**src/rtl/timer_sequencer.sv**
```systemverilog
// timer_sequencer: walks an 8-entry table of (duration, level) segments,
// driving an external compare timer once per segment and optionally looping
// over the table. All outputs are decoded from registered state and index.
module timer_sequencer (
    input  logic        timeclk,
    input  logic        reset,
    input  logic        cfg_we,
    input  logic [2:0]  cfg_addr,
    input  logic [15:0] cfg_dur,
    input  logic [1:0]  cfg_lvl,
    input  logic [2:0]  seg_last,
    input  logic [7:0]  loop_cnt,
    input  logic        start,
    input  logic        abort,
    output logic        tmr_reset,
    output logic [15:0] tmr_datain,
    output logic        tmr_work,
    input  logic        tmr_timeup,
    output logic [1:0]  phase,
    output logic [2:0]  seg_idx,
    output logic        busy,
    output logic        done
);

    typedef enum logic [2:0] {IDLE, ARM, RUN, NEXT, DONE} state_t;

    state_t      state, state_nxt;
    logic [2:0]  idx, idx_nxt;
    logic [2:0]  last_r, last_nxt;
    logic [7:0]  loops_left, loops_nxt;
    logic [15:0] dur [8];
    logic [1:0]  lvl [8];
    logic        seg_active;

    // Segment table; writes only land while the sequencer is idle.
    always_ff @(posedge timeclk or posedge reset) begin
        if (reset) begin
            for (int i = 0; i < 8; i++) begin
                dur[i] <= '0;
                lvl[i] <= '0;
            end
        end else if (cfg_we && state == IDLE) begin
            dur[cfg_addr] <= cfg_dur;
            lvl[cfg_addr] <= cfg_lvl;
        end
    end

    // Control registers.
    always_ff @(posedge timeclk or posedge reset) begin
        if (reset) begin
            state      <= IDLE;
            idx        <= '0;
            last_r     <= '0;
            loops_left <= '0;
        end else begin
            state      <= state_nxt;
            idx        <= idx_nxt;
            last_r     <= last_nxt;
            loops_left <= loops_nxt;
        end
    end

    // Next-state logic; abort overrides everything once a run is in flight.
    always_comb begin
        state_nxt = state;
        idx_nxt   = idx;
        last_nxt  = last_r;
        loops_nxt = loops_left;
        case (state)
            IDLE: begin
                if (start && !abort) begin
                    state_nxt = ARM;
                    idx_nxt   = '0;
                    last_nxt  = seg_last;
                    loops_nxt = loop_cnt;
                end
            end
            ARM:  state_nxt = RUN;
            RUN:  if (tmr_timeup) state_nxt = NEXT;
            NEXT: begin
                if (idx < last_r) begin
                    idx_nxt   = idx + 3'd1;
                    state_nxt = ARM;
                end else if (loops_left != 8'd0) begin
                    loops_nxt = loops_left - 8'd1;
                    idx_nxt   = '0;
                    state_nxt = ARM;
                end else begin
                    state_nxt = DONE;
                end
            end
            DONE: begin
                state_nxt = IDLE;
                idx_nxt   = '0;
            end
            default: begin
                state_nxt = IDLE;
                idx_nxt   = '0;
            end
        endcase
        if (abort && state != IDLE) begin
            state_nxt = IDLE;
            idx_nxt   = '0;
        end
    end

    // Output decode from registered state and index only.
    always_comb begin
        seg_active = (state == ARM) || (state == RUN) || (state == NEXT);
        busy       = (state != IDLE);
        done       = (state == DONE);
        tmr_reset  = (state == IDLE) || (state == ARM) || (state == DONE);
        tmr_work   = (state != RUN);
        tmr_datain = seg_active ? dur[idx] : 16'd0;
        phase      = seg_active ? lvl[idx] : 2'd0;
        seg_idx    = idx;
    end

endmodule

```
**config.mk**
```make
export PLATFORM = sky130hd
export DESIGN_NAME = timer_sequencer
export DESIGN_NICKNAME = d
export VERILOG_FILES = /design/src/rtl/timer_sequencer.sv
export SDC_FILE = /design/constraint.sdc
export NUM_CORES = 1
export LEC_CHECK = 0
export ABC_AREA = 1
export CAP_MARGIN = 25
export CORE_UTILIZATION = 50
export DETAILED_ROUTE_END_ITERATION = 10
export PLACE_DENSITY_LB_ADDON = 0.08
export SYNTH_ARGS = -nofsm -noshare
export SYNTH_HDL_FRONTEND = slang
export SYNTH_SLANG_ARGS = --single-unit
```
**constraint.sdc**
```tcl
create_clock -name timeclk -period 7 [get_ports timeclk]
set_input_delay 1.4 -clock timeclk [delete_from_list [all_inputs] [get_ports timeclk]]
set_output_delay 1.4 -clock timeclk [all_outputs]
set_load 0.005 [all_outputs]
```
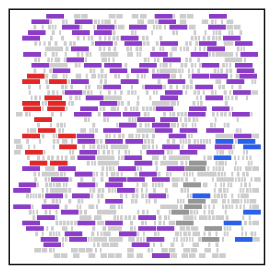
registers.png
(2 px per um) Other sequential cells in the stronger grey, the rest of the logic in the fainter grey.
`lvl` -> red  # flops 16
`loops_left` -> blue  # flops 8
`dur` -> purple  # flops 128, where all over the die

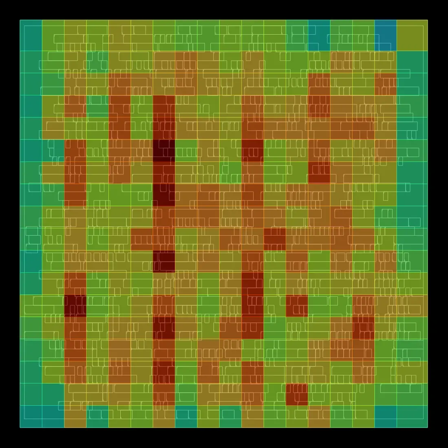
final_congestion.png
met1 Resource Use GR: 0.358
met2 usage: 0.404
Layout Utilization: 0.599
gr busiest metal: met2

-- registers in the layout, summed over array words and instances (netlist names) --
register,flops
state,3
last_r,3
seg_idx,3
dur,128
loops_left,8
lvl,16
-- worst max path at each step --
stage                    endpoint  slack [ps]  cells past startpoint
detailed placement  tmr_datain[8]        2770                      6
floorplan                  dur[0]        1250                      1
CTS                 tmr_datain[8]        2300                      6
global placement    tmr_datain[8]        2730                      6
finish              tmr_datain[8]        2430                      7
global route        tmr_datain[9]        2300                      7
-- synth_stat cells --
library cell / instances / area share
o21ai_1: 83 / 0.053
buf_4: 3 / 0.0029
nor2_1: 134 / 0.064
o21ai_2: 18 / 0.020
buf_2: 21 / 0.013
nand4_1: 3 / 0.0024
o211ai_1: 1 / 0.00096
nand4_2: 1 / 0.0016
ha_1: 5 / 0.0080
buf_6: 3 / 0.0043
a21oi_1: 105 / 0.067
nand2_2: 2 / 0.0016
nand3_2: 1 / 0.0013
mux2_2: 1 / 0.0014
clkbuf_1: 23 / 0.011
inv_2: 3 / 0.0014
nand2_8: 1 / 0.0026
inv_1: 84 / 0.040
inv_4: 1 / 0.00080
nor2_8: 2 / 0.0051
o2111ai_1: 1 / 0.0011
clkinv_1: 2 / 0.00096
buf_1: 2 / 0.00096
nor3_1: 2 / 0.0013
nand3_1: 18 / 0.012
o21ai_0: 109 / 0.070
nor2_4: 5 / 0.0072
xor2_1: 1 / 0.0011
nand3_4: 1 / 0.0022
nor2_2: 2 / 0.0016
nand2_1: 168 / 0.081
dfrtp_1: 161 / 0.52
-- area by class of cell --
| type | instances | area [um2] | area share |
|---|---|---|---|
| flip-flops and latches | 161 | 4030 | 0.443 |
| multi-input cells | 664 | 3180 | 0.349 |
| repair buffers | 69 | 721 | 0.0792 |
| clock buffers | 19 | 453 | 0.0498 |
| inverters | 90 | 345 | 0.0380 |
| well taps | 188 | 235 | 0.0259 |
| clock inverters | 13 | 135 | 0.0149 |
-- stage by stage --
stage	setup WS, ps	area, um2	power [W]
3_5_place_dp	2770	8470	0.00316
3_3_place_gp	2730	8440	0.00313
6_report	2430	9100	0.00410
2_1_floorplan	1250	7800	0.00264
4_1_cts	2300	9060	0.00410
5_1_grt	2300	9100	0.00444
-- logic make-up after synthesis --
family	Yosys count	synth area share
AND-OR/OR-AND	317	0.213
buffers and inverters	142	0.0763
adder cells (fa/ha/maj)	5	0.00802
XOR/XNOR	1	0.00112
AND/OR/NAND/NOR	340	0.184
multiplexers	1	0.00144
flip-flops	161	0.516
-- power by group --
| part | total (W) | switching, W | internal [W] |
|---|---|---|---|
| clock network | 0.000925 | 0.000381 | 0.000543 |
| registers | 0.00159 | 0.000223 | 0.00137 |
| logic | 0.00159 | 0.000920 | 0.000666 |
-- worst max-delay path, stage by stage, from the launching register on --
cell             delay (ps)
dfrtp_4                 570
buf_16                  260
inv_2                   660
nor2_1                   60
o21ai_0                 150
o21ai_0                 100
a21oi_1                 350
clkdlybuf4s50_1         590
-- metal layers --
metal  GRT usage  wire, um  up-vias
met4      0.0889       249        0
met1       0.358      9240     2999
met2       0.404      8970      131
li1            -         -     3242
met3      0.0405       694       20
met5           0         0        -
==> flow_metrics.py <==
# Auto-generated metrics
metrics = {
    "power_and_ir_drop": {
        "power_density_nw_per_um2": 451,
        "ir_worst_vdd_v": 0.000236,
        "p_leak_nw": 4.19,
    },
    "placed_design": {
        "dp_cells": 1170,
        "dp_hpwl_um": 11400,
        "portBuffers": 62,
    },
    "cts": {
        "cts_tree": "yes",
        "cts.hold.buffers_added": 0,
        "cts_made_buffers": 17,
        "ctsResizeCount": 0,
    },
    "setup_path": {
        "r2r_slack_ps": 4610,
        "rr_startpoint": "seg_idx[0]",
        "criticalPathCategory": "reg -> out",
        "cp-end-kind": "primary output",
        "crit_required_ps": 5600,
        "reg2reg_depth": 9,
        "start_kind": "flop",
    },
    "timing": {
        "final_hold_viol_count": 0,
        "timing.fmax_ghz": 0.219,
        "slew_headroom": 0.337,
        "fin_tns_setup_ps": 0,
        "hold-worst-slack_ps": 484,
        "finalCritPeriodShare": 0.653,
        "fin_skew_ps": 5.84,
        "layout_min_cycle_time_ps": 4570,
        "tightest_slew_ps": 992,
        "rsz0062_at_grt": "no",
    },
    "synthesis": {
        "ys_cells": 967,
        "synth_area_um2": 7800,
        "yosys_register_bits": 161,
        "synth.avg_cell_area_um2": 8.07,
        "yosysWarnings": 0,
    },
    "cells_and_area": {
        "nets": 1046,
        "layout_top_cell": "nand2_1",
        "fillers": 1387,
        "layout-drive-gt1-share": 0.0778,
    },
    "run": {
        "warnings": 28,
        "max_cap_violations": 0,
    },
    "run_status": {
        "status": "finished clean",
    },
    "route": {
        "firstDrtPassIters": 5,
        "wl_um": 19200,
        "post_drt_via_cell_ratio": 5.31,
    },
    "floorplanning": {
        "die_area_um2": 16100,
        "fp_util": 0.513,
        "dieWidth_um": 127,
        "rows": 45,
    },
    "grt": {
        "grt_first_pass_wirelength_um": 31500,
        "grt_max_degree": 111,
        "track_usage": 0.255,
        "overflow": 0,
        "antenna_found_initial": 0,
    },
    "worst_hold_path": {
        "min_delay_path_depth": 2,
    },
}
Power figures rest on the tool's default switching activity, not on a simulated workload.
